### config.mk
export PLATFORM = sky130hd
export DESIGN_NAME = mem_port_arbiter
export DESIGN_NICKNAME = d
export VERILOG_FILES = /design/src/rtl/mem_bus_pkg.sv /design/src/rtl/mem_tag_pipe.sv /design/src/rtl/mem_port_arbiter.sv
export SDC_FILE = /design/constraint.sdc
export NUM_CORES = 1
export LEC_CHECK = 0
export ABC_AREA = 1
export CORE_ASPECT_RATIO = 0.5
export CORE_MARGIN = 2
export CORE_UTILIZATION = 39
export CTS_CLUSTER_SIZE = 10
export DETAILED_ROUTE_END_ITERATION = 10
export HOLD_SLACK_MARGIN = 0.02
export PLACE_DENSITY = 0.89
export SLEW_MARGIN = 20
export SYNTH_ARGS = -nofsm -noshare
export SYNTH_HDL_FRONTEND = slang
export SYNTH_HIERARCHICAL = 1
export SYNTH_SLANG_ARGS = --single-unit
### constraint.sdc
create_clock -name i_clock -period 1.7 [get_ports i_clock]
set_input_delay 0.34 -clock i_clock [delete_from_list [all_inputs] [get_ports i_clock]]
set_output_delay 0.34 -clock i_clock [all_outputs]
set_load 0.005 [all_outputs]
### src/rtl/mem_bus_pkg.sv
// rtl/mem_bus_pkg.sv - shared widths, port ids and completion-tag layout for the memory port arbiter
//
// Purpose: common definitions imported by mem_port_arbiter and mem_tag_pipe.
//   ADDR_W / DATA_W : RAM word address and data widths
//   PORT_CPU/PORT_VID: requester ids carried in the completion tag
//   tag_t           : {port, is_write, oob}; port is the MSB, oob the LSB
package mem_bus_pkg;

  localparam int ADDR_W = 15;
  localparam int DATA_W = 16;

  localparam logic PORT_CPU = 1'b0;
  localparam logic PORT_VID = 1'b1;

  typedef struct packed {
    logic port;      // bit 2
    logic is_write;  // bit 1
    logic oob;       // bit 0
  } tag_t;

  localparam int TAG_W = $bits(tag_t);

  function automatic tag_t make_tag(input logic port, input logic is_write, input logic oob);
    tag_t t;
    t.port     = port;
    t.is_write = is_write;
    t.oob      = oob;
    return t;
  endfunction

endpackage

### src/rtl/mem_tag_pipe.sv
// rtl/mem_tag_pipe.sv - fixed-depth shift register carrying {valid, tag} alongside RAM accesses
//
// Purpose: delays each grant's completion tag so it emerges in the cycle the RAM read
//   data for that access is valid.
// Ports:
//   i_clock, i_reset : clock, synchronous active-high reset (empties the pipe)
//   i_valid, i_data  : tag entering stage 0
//   o_valid, o_data  : tag leaving the last stage (DEPTH cycles later)
module mem_tag_pipe #(
  parameter int DEPTH = 2,
  parameter int W     = 3
) (
  input  logic         i_clock,
  input  logic         i_reset,
  input  logic         i_valid,
  input  logic [W-1:0] i_data,
  output logic         o_valid,
  output logic [W-1:0] o_data
);

  logic [DEPTH-1:0] r_valid;
  logic [W-1:0]     r_data [DEPTH];

  always_ff @(posedge i_clock) begin
    if (i_reset) begin
      r_valid <= '0;
      for (int i = 0; i < DEPTH; i++) begin
        r_data[i] <= '0;
      end
    end else begin
      r_valid[0] <= i_valid;
      r_data[0]  <= i_data;
      for (int i = 1; i < DEPTH; i++) begin
        r_valid[i] <= r_valid[i-1];
        r_data[i]  <= r_data[i-1];
      end
    end
  end

  assign o_valid = r_valid[DEPTH-1];
  assign o_data  = r_data[DEPTH-1];

endmodule

### src/rtl/mem_port_arbiter.sv
// rtl/mem_port_arbiter.sv - core / video arbiter onto one synchronous single-port RAM
//
// Purpose: grants at most one of the two requesters per cycle (video preferred, core
//   protected by a starvation limit), issues the access on registered RAM outputs and
//   returns a one-cycle ack RAM_LATENCY+2 cycles after the grant cycle.
// Ports:
//   i_clock, i_reset               : clock, synchronous active-high reset
//   i_cpu_req/we/addr/wdata        : core request (held until after ack)
//   o_cpu_rdata/ack/oob            : core completion; oob flags an address >= RAM_DEPTH
//   i_vid_req/addr                 : video read request
//   o_vid_rdata/ack                : video completion
//   o_ram_addr/din/we, i_ram_dout  : RAM interface
module mem_port_arbiter
  import mem_bus_pkg::*;
#(
  parameter int RAM_DEPTH      = 16384,
  parameter int RAM_LATENCY    = 1,
  parameter int CPU_STARVE_MAX = 4
) (
  input  logic              i_clock,
  input  logic              i_reset,
  input  logic              i_cpu_req,
  input  logic              i_cpu_we,
  input  logic [ADDR_W-1:0] i_cpu_addr,
  input  logic [DATA_W-1:0] i_cpu_wdata,
  output logic [DATA_W-1:0] o_cpu_rdata,
  output logic              o_cpu_ack,
  output logic              o_cpu_oob,
  input  logic              i_vid_req,
  input  logic [ADDR_W-1:0] i_vid_addr,
  output logic [DATA_W-1:0] o_vid_rdata,
  output logic              o_vid_ack,
  output logic [ADDR_W-1:0] o_ram_addr,
  output logic [DATA_W-1:0] o_ram_din,
  output logic              o_ram_we,
  input  logic [DATA_W-1:0] i_ram_dout
);

  localparam int                  STREAK_W   = $clog2(CPU_STARVE_MAX + 1);
  localparam logic [STREAK_W-1:0] STREAK_MAX = STREAK_W'(CPU_STARVE_MAX);
  localparam int                  PIPE_DEPTH = 1 + RAM_LATENCY;

  function automatic logic is_oob(input logic [ADDR_W-1:0] a);
    return 32'(a) >= RAM_DEPTH;
  endfunction

  logic                r_cpu_busy;
  logic                r_vid_busy;
  logic [STREAK_W-1:0] r_vid_streak;
  logic [ADDR_W-1:0]   r_ram_addr;
  logic [DATA_W-1:0]   r_ram_din;
  logic                r_ram_we;
  logic                r_cpu_ack;
  logic                r_cpu_oob;
  logic [DATA_W-1:0]   r_cpu_rdata;
  logic                r_vid_ack;
  logic [DATA_W-1:0]   r_vid_rdata;

  logic             w_cpu_elig;
  logic             w_vid_elig;
  logic             w_starved;
  logic             w_grant_vid;
  logic             w_grant_cpu;
  logic             w_grant_any;
  logic             w_cpu_oob;
  logic             w_vid_oob;
  logic             w_cpu_wr;
  tag_t             w_tag_in;
  logic             w_tag_valid;
  logic [TAG_W-1:0] w_tag_bits;
  tag_t             w_tag_out;
  logic             w_done_cpu;
  logic             w_done_vid;
  logic             w_done_rd;

  // Busy covers the whole flight plus the ack cycle, so a held request cannot be
  // re-granted until the requester has had its ack.
  assign w_cpu_elig = i_cpu_req & ~r_cpu_busy;
  assign w_vid_elig = i_vid_req & ~r_vid_busy;
  assign w_starved  = (r_vid_streak == STREAK_MAX);

  assign w_grant_vid = w_vid_elig & (~w_cpu_elig | ~w_starved);
  assign w_grant_cpu = w_cpu_elig & ~w_grant_vid;
  assign w_grant_any = w_grant_vid | w_grant_cpu;

  assign w_cpu_oob = is_oob(i_cpu_addr);
  assign w_vid_oob = is_oob(i_vid_addr);
  assign w_cpu_wr  = w_grant_cpu & i_cpu_we & ~w_cpu_oob;

  assign w_tag_in = make_tag(w_grant_vid ? PORT_VID : PORT_CPU,
                             w_grant_cpu & i_cpu_we,
                             w_grant_vid ? w_vid_oob : w_cpu_oob);

  always_ff @(posedge i_clock) begin
    if (i_reset) begin
      r_cpu_busy   <= 1'b0;
      r_vid_busy   <= 1'b0;
      r_vid_streak <= '0;
    end else begin
      // Grant and ack never coincide on one port, since busy blocks the grant.
      if (w_grant_cpu)    r_cpu_busy <= 1'b1;
      else if (r_cpu_ack) r_cpu_busy <= 1'b0;
      if (w_grant_vid)    r_vid_busy <= 1'b1;
      else if (r_vid_ack) r_vid_busy <= 1'b0;

      if (w_grant_cpu || !w_cpu_elig) begin
        r_vid_streak <= '0;
      end else if (w_grant_vid && !w_starved) begin
        r_vid_streak <= r_vid_streak + 1'b1;
      end
    end
  end

  // Idle cycles drive zero address/data so the RAM bus is quiet between accesses.
  always_ff @(posedge i_clock) begin
    if (i_reset) begin
      r_ram_addr <= '0;
      r_ram_din  <= '0;
      r_ram_we   <= 1'b0;
    end else begin
      r_ram_addr <= w_grant_vid ? i_vid_addr : (w_grant_cpu ? i_cpu_addr : '0);
      r_ram_din  <= w_cpu_wr ? i_cpu_wdata : '0;
      r_ram_we   <= w_cpu_wr;
    end
  end

  mem_tag_pipe #(
    .DEPTH (PIPE_DEPTH),
    .W     (TAG_W)
  ) u_tag_pipe (
    .i_clock (i_clock),
    .i_reset (i_reset),
    .i_valid (w_grant_any),
    .i_data  (w_tag_in),
    .o_valid (w_tag_valid),
    .o_data  (w_tag_bits)
  );

  // The tag leaves the pipe in the cycle i_ram_dout holds that access's data.
  assign w_tag_out  = tag_t'(w_tag_bits);
  assign w_done_cpu = w_tag_valid & (w_tag_out.port == PORT_CPU);
  assign w_done_vid = w_tag_valid & (w_tag_out.port == PORT_VID);
  assign w_done_rd  = ~w_tag_out.is_write & ~w_tag_out.oob;

  always_ff @(posedge i_clock) begin
    if (i_reset) begin
      r_cpu_ack   <= 1'b0;
      r_cpu_oob   <= 1'b0;
      r_cpu_rdata <= '0;
      r_vid_ack   <= 1'b0;
      r_vid_rdata <= '0;
    end else begin
      r_cpu_ack   <= w_done_cpu;
      r_cpu_oob   <= w_done_cpu & w_tag_out.oob;
      r_cpu_rdata <= (w_done_cpu && w_done_rd) ? i_ram_dout : '0;
      r_vid_ack   <= w_done_vid;
      r_vid_rdata <= (w_done_vid && w_done_rd) ? i_ram_dout : '0;
    end
  end

  assign o_ram_addr  = r_ram_addr;
  assign o_ram_din   = r_ram_din;
  assign o_ram_we    = r_ram_we;
  assign o_cpu_ack   = r_cpu_ack;
  assign o_cpu_oob   = r_cpu_oob;
  assign o_cpu_rdata = r_cpu_rdata;
  assign o_vid_ack   = r_vid_ack;
  assign o_vid_rdata = r_vid_rdata;

endmodule

### Cell sizes after repair, run 1

Scale: 3 px per µm.
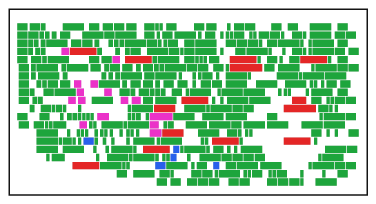
Key: red = drive 6 and up [cells 14, share 3.3%]; green = drive 1 or less [cells 393, share 92%]; blue = drive 2 [cells 5, share 1.2%]; magenta = drive 3 to 4 [cells 15, share 3.5%]

### Register map, names as in the netlist, run 1

Scale: 4 px per µm.
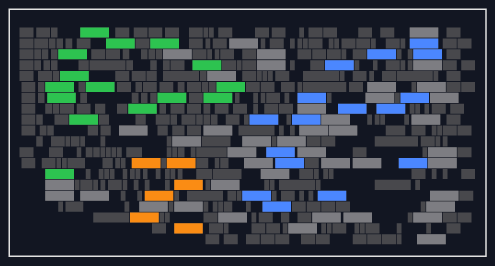
Key: orange = u_tag_pipe/r_data [flops 6]; blue = o_vid_rdata [flops 16]; green = o_ram_addr [flops 15]

==> run notes, run 1 <==
Results of the flow run.

The fraction of cell area in sequential cells is reported as 0.3710. For the final database, setup skew stands at around 0.0051 ns. The clock-pin slew on the worst setup and hold paths stands at ~0.060 ns. The yosys synthesis warning count stands at 6. Per the layout area report, the combinational fraction of cell area is 0.1528. Buffers inserted to repair hold after CTS numbered 0. The total of flip-flops plus latches after synthesis stands at about 80. The number of warnings reported in the stage logs is 27. TritonCTS built the clock tree. STA lists the endpoint of the worst register-to-register path as o_ram_addr[12]. The vertical die dimension reported for this design is approximately 61 µm. The critical path is of the flop to output port type.

The number of distinct library cells after synthesis stands at 23. The OpenROAD report gives the critical path a required time of 1.36 ns. The number of placed I/O pins stands at around 130.

The timing report attributes the biggest portion of critical-path delay to buffers and inverters. The run finished with clean final reports. After filler insertion, the fill cell instance count of the layout stands at roughly 490. The global-route track usage on met3 stands at 0.08889. The cell-mix breakdown from Yosys lists the adder-cell area share as 0.009737. The delay of the slowest critical-path stage stands at slightly above 0.5 ns. Entering global routing, the biggest net connects 27 pins. The DRC violation total left in the routed layout is recorded as 0. Per the summary, power density relative to cell area is about 1000 mW/mm². In the hold report, the worst path ends at u_tag_pipe/r_data[0][5]. The number of placement rows stands at 20. Across every metal layer, demand over resource in global routing totals 0.1828. The least setup slack across all paths after layout stands at about 0.16 ns.

The power spent charging and discharging nets stands at between 900 and 1000 µW. The routed wire length on met2 stands at 3518 µm. The worst ir drop on vdd stands at between 0.5 and 0.6 mV. The final layout net count stands at slightly below 500. The timing report notes that buffer and inverter cells on the critical path total 1. Counting pins that exceed their max-slew limit in the final report gives 0. The count of input and output buffers stands at around 130. OpenSTA lists the critical path endpoint as o_cpu_rdata[11].

The core occupancy in the finished layout stands at 0.6956. Per the final report, the share of cell area in non-clock buffers is 0.3270. The final instance area stands at 0.004317 mm². The detailed router used layers up to and including met4.

The smallest clock period supported by the final layout is computed as around 1.5 ns. The cell type that accounts for the most area after synthesis is sky130_fd_sc_hd__dfxtp_1. The setup slack of the worst register-to-register path stands at 0.31 ns.

The yosys synthesis chip area stands at 0.002570 mm². CTS built an H-tree with a depth of 3. The total of cells resized after clock tree synthesis stands at 0. The xor/xnor cell area share of the yosys netlist stands at 0.003408. Of the post-synthesis cell area, the dominant cell type holds 0.6232. By area, the class that comes first in the final layout consists of registers. The register area stands at 0.001602 mm².

Power attributed to sequential cells is ~2000 µW. At the later pin of the worst-skew pair, clock insertion delay measures around 0.33 ns. Per report_power, the Clock row totals between 2000 and 2500 µW. Hold analysis shows the worst path with a depth of 2. The remaining number of nets flagged by the antenna check after routing stands at 0. The path class of the tightest hold or removal check is flop to flop. The total vias in the final route stands at around 2,200. The data arrival time of the critical path stands at 1.20 ns.

The highest fanout seen on the critical path stands at 1. The number of global-route vias before repair stands at 2,180.
### PDN straps and rails, run 1

Scale: 4 px per µm. Pins as bars on the die edge.
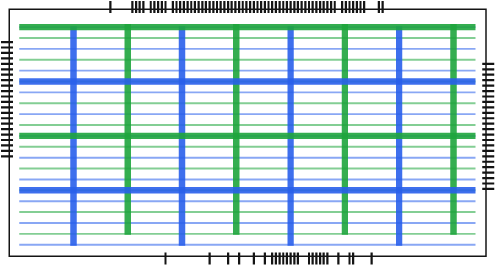
Key: green = VDD; blue = VSS
The core has 20 rows. 8 straps on met4.

## Run 2: what changed since run 1
--- a/config.mk
+++ b/config.mk
@@ -8,11 +8,11 @@
 export ABC_AREA = 1
 export CORE_ASPECT_RATIO = 0.5
 export CORE_MARGIN = 2
-export CORE_UTILIZATION = 39
+export CORE_UTILIZATION = 42
 export CTS_CLUSTER_SIZE = 10
 export DETAILED_ROUTE_END_ITERATION = 10
 export HOLD_SLACK_MARGIN = 0.02
-export PLACE_DENSITY = 0.89
+export PLACE_DENSITY = 0.95
 export SLEW_MARGIN = 20
 export SYNTH_ARGS = -nofsm -noshare
 export SYNTH_HDL_FRONTEND = slang
==> constraint.sdc (replaced) <==
create_clock -name i_clock -period 1.85 [get_ports i_clock]
set_input_delay 0.37 -clock i_clock [delete_from_list [all_inputs] [get_ports i_clock]]
set_output_delay 0.37 -clock i_clock [all_outputs]
set_load 0.005 [all_outputs]
### PDN straps and rails, run 2

Scale: 6 px per µm. Pins as bars on the die edge.
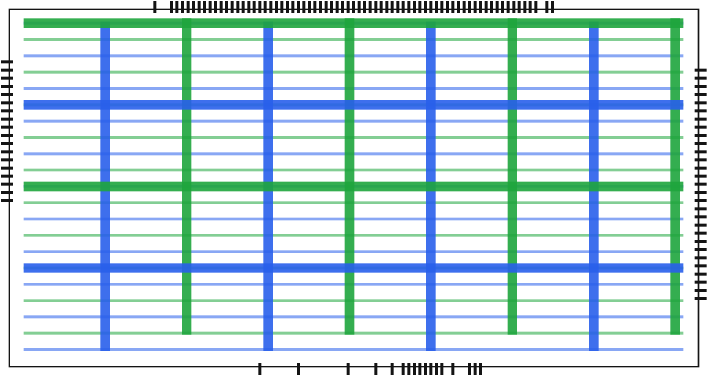
Key: blue = VSS; green = VDD
21 met1 rails follow the rows. 134 signal pins sit on the boundary. 4 straps on met5. 8 straps on met4. The core has 20 rows.

### Routed metal per tile, run 2

Scale: 4 px per µm. The die is cut into 23 by 12 equal tiles; dark purple is low, yellow is high, scaled to the fullest tile. Values are wire area over tile area, all layers added.
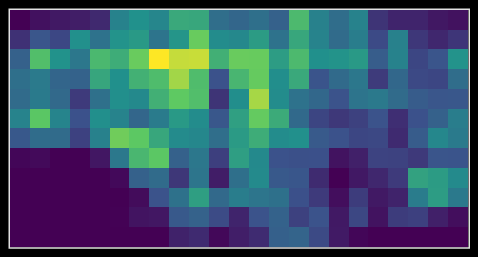
The fullest tile reaches 0.50. 13% of the tiles are nearly empty. The emptiest ninth of the die: south-west. The densest ninth of the die: north. 20% of the tiles are over half the peak. The mean over all tiles is 0.16.

==> run notes, run 2 <==
Results of the flow run.

The critical path is of the flop to output port type. The number of warning messages in the logs stands at 27. The number of different library cells used by synthesis comes to 23. VDD sags by at most a little under 0.5 mV. Routed signal wires occupy layers up through met4.

The sequential cells in the finished layout cover a total of about 0.0016 mm². Once detail routing completed, the nets flagged for antenna violations numbered 0. The final report gives the core utilization as 0.7121. The xor/xnor cell area share of the yosys netlist stands at 0.003408. The power spent charging and discharging nets stands at approximately 850 µW. The delay of the slowest critical-path stage stands at approximately 0.5 ns. Entering global routing, the biggest net connects 18 pins. The worst clock skew on the final layout stands at between 0.007 and 0.008 ns. In this run, the synthesized area fraction spent on adder and majority cells is recorded as 0.009737. Note that the worst hold path type here is flop to flop. In the final timing run, aggregate negative setup slack is 0 ns. The total of flip-flops plus latches after synthesis stands at roughly 80.

The count of multi-input combinational gates stands at roughly 140. STA puts the critical path data arrival time at ~1.2 ns. Data on the critical path is required at its endpoint by approximately 1.5 ns. The routed wire length on met2 stands at 3650 µm.

According to the floorplan log, the row count is 20. The clock-pin slew on the worst setup and hold paths stands at ~0.060 ns. The overall die area stands at a little under 0.007 mm². Per the synthesis report, the dominant area consumer among library cells is sky130_fd_sc_hd__dfxtp_1. The yosys synthesis warning count stands at 6. The endpoint identified for the worst register-to-register timing path is u_tag_pipe/r_data[0][0]. The chip height stands at a little under 60 µm. The flow ran to the end, and the final reports show no timing, DRC or antenna violations. The clock network power reported by the tool is ~1900 µW. The global routing usage summed across all routing layers stands at 0.1985. Per the CTS log, the maximum H-tree level is 3. The number of global-route vias before repair stands at approximately 2,300. STA shows the worst min-delay path finishing at u_tag_pipe/r_data[0][3]. The worst hold path was traced through 2 stages. The clock period could shrink to between 1.5 and 2 ns. The chip area line in the Yosys stat output reads 0.002570 mm². The count of input and output buffers stands at around 130. The number of hold buffers added after cts stands at 0. In this run the power density over the cells is roughly 950 mW/mm².

The final instance area stands at between 0.004 and 0.005 mm². TritonRoute reported its final design rule violation total as 0. For the sequential group, total power comes out at roughly 1800 µW.

TritonCTS built the clock tree. The timing report attributes the biggest portion of critical-path delay to buffers and inverters. The total vias in the final route stands at roughly 2,300. In this run the count of I/O pins placed on the die edge is around 130.

In this run the worst setup path terminates at o_vid_ack. Per the final report, max-transition violations number 0. The layout report gives the register share of total cell area as 0.3760. After its last routability iteration, the placer logged a weighted congestion of around 0.74. The finished design was reported to have a net count of 488. The share of the synthesized area in the top cell type stands at 0.6232. The least setup slack across all paths after layout stands at 0.2884 ns.

The final instance count without filler cells stands at 501. The highest fanout seen on the critical path stands at 2. The multi-input logic portion of the cell area stands at 0.1548.

Looking at the area split, the leading class of cells is registers. The simple-gate portion of the synthesized area stands at 0.2142. met3 track demand over resource after global routing is 0.07157.
## Run 3: what changed since run 2
--- a/config.mk
+++ b/config.mk
@@ -8,11 +8,11 @@
 export ABC_AREA = 1
 export CORE_ASPECT_RATIO = 0.5
 export CORE_MARGIN = 2
-export CORE_UTILIZATION = 42
+export CORE_UTILIZATION = 39
 export CTS_CLUSTER_SIZE = 10
 export DETAILED_ROUTE_END_ITERATION = 10
 export HOLD_SLACK_MARGIN = 0.02
-export PLACE_DENSITY = 0.95
+export PLACE_DENSITY = 0.89
 export SLEW_MARGIN = 20
 export SYNTH_ARGS = -nofsm -noshare
 export SYNTH_HDL_FRONTEND = slang
==> constraint.sdc (replaced) <==
create_clock -name i_clock -period 1.5 [get_ports i_clock]
set_input_delay 0.3 -clock i_clock [delete_from_list [all_inputs] [get_ports i_clock]]
set_output_delay 0.3 -clock i_clock [all_outputs]
set_load 0.005 [all_outputs]
### Routed metal per tile, run 3

Scale: 4 px per µm. The die is cut into 24 by 12 equal tiles; dark purple is low, yellow is high, scaled to the fullest tile. Values are wire area over tile area, all layers added.
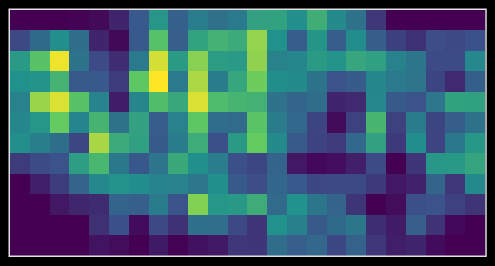
The emptiest ninth of the die: south-west. The densest ninth of the die: north. The fullest tile reaches 0.41. 9.4% of the tiles are nearly empty.

### Register map, names as in the netlist, run 3

Scale: 4 px per µm.
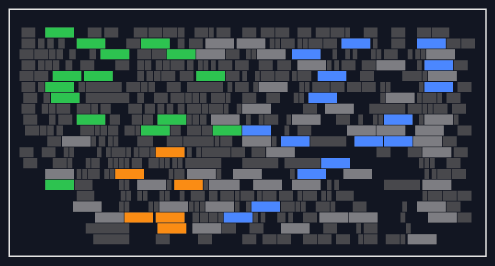
Key: orange = u_tag_pipe/r_data [flops 6]; blue = o_vid_rdata [flops 16]; green = o_ram_addr [flops 15]

==> run notes, run 3 <==
Results of the flow run.

The number of hold buffers added after cts stands at 0. The buffers plus inverters on the worst setup path stands at 1. met3 track demand over resource after global routing is 0.06389. The critical path ends at o_vid_ack. The number of warning messages in the logs stands at 27. The share of the synthesized area in the top cell type stands at 0.6232. The run finished with clean final reports. The yosys synthesis chip area stands at approximately 0.0026 mm².

The global routing usage summed across all routing layers stands at 0.1782. Routability-driven placement finished with a final weighted congestion of 0.7751. The layout report lists the non-clock buffer share of cell area as 0.3318. The final instance area stands at ~0.0043 mm². The number of distinct library cells after synthesis stands at 23. The routed wire length on met2 stands at between 3000 and 4000 µm. The report lists the number of standard-cell rows as 20. The power spent charging and discharging nets stands at roughly 990 µW. The count of input and output buffers stands at around 130.

IR analysis of the VDD net gives a maximum drop of a little under 0.8 mV. According to the finish report, the design has a final net count of slightly below 500. Among cell families on the critical path, the largest total delay comes from buffers and inverters. Sorting the Yosys area breakdown by cell type puts at the top sky130_fd_sc_hd__dfxtp_1. Per the skew report, the later register of the worst-skew pair sees a clock latency of around 0.33 ns. The shortest clock period the worst path allows after layout stands at around 1.5 ns. The worst hold path terminates at u_tag_pipe/r_data[0][5]. The simple-gate portion of the synthesized area stands at 0.2142.

The fraction of the mapped netlist area in adder cells stands at 0.009737. STA puts the critical path data arrival time at around 1.2 ns. The worst clock skew on the final layout stands at ~0.0044 ns. Entering global routing, the biggest net connects 18 pins.

The register area stands at between 0.0015 and 0.002 mm². Per the layout area report, the combinational fraction of cell area is 0.1524. The register fraction of the total cell area stands at 0.3706.

The total of flip-flops plus latches after synthesis stands at approximately 80. The number of cells on the worst hold path stands at 2. Post-CTS repair changed the size of 2 cells. Warnings reported by Yosys during synthesis add up to 6. Looking at the worst setup and hold paths, the clock pins of their registers show a slew of about 0.060 ns. Looking at the area split, the leading class of cells is registers. For the final routed database, the setup TNS stands at 0 ns.

Setup slack closes at 0.03867 ns. Counting pins that exceed their max-slew limit in the final report gives 0. The cell-mix breakdown from Yosys lists the XOR/XNOR area share as 0.003408. The most critical min-delay path falls under flop to flop.

The final instance count without filler cells stands at 519. The core occupancy in the finished layout stands at 0.6970. The remaining number of nets flagged by the antenna check after routing stands at 0. The number of placed I/O pins stands at 134.
Power figures rest on the tool's default switching activity, not on a simulated workload.
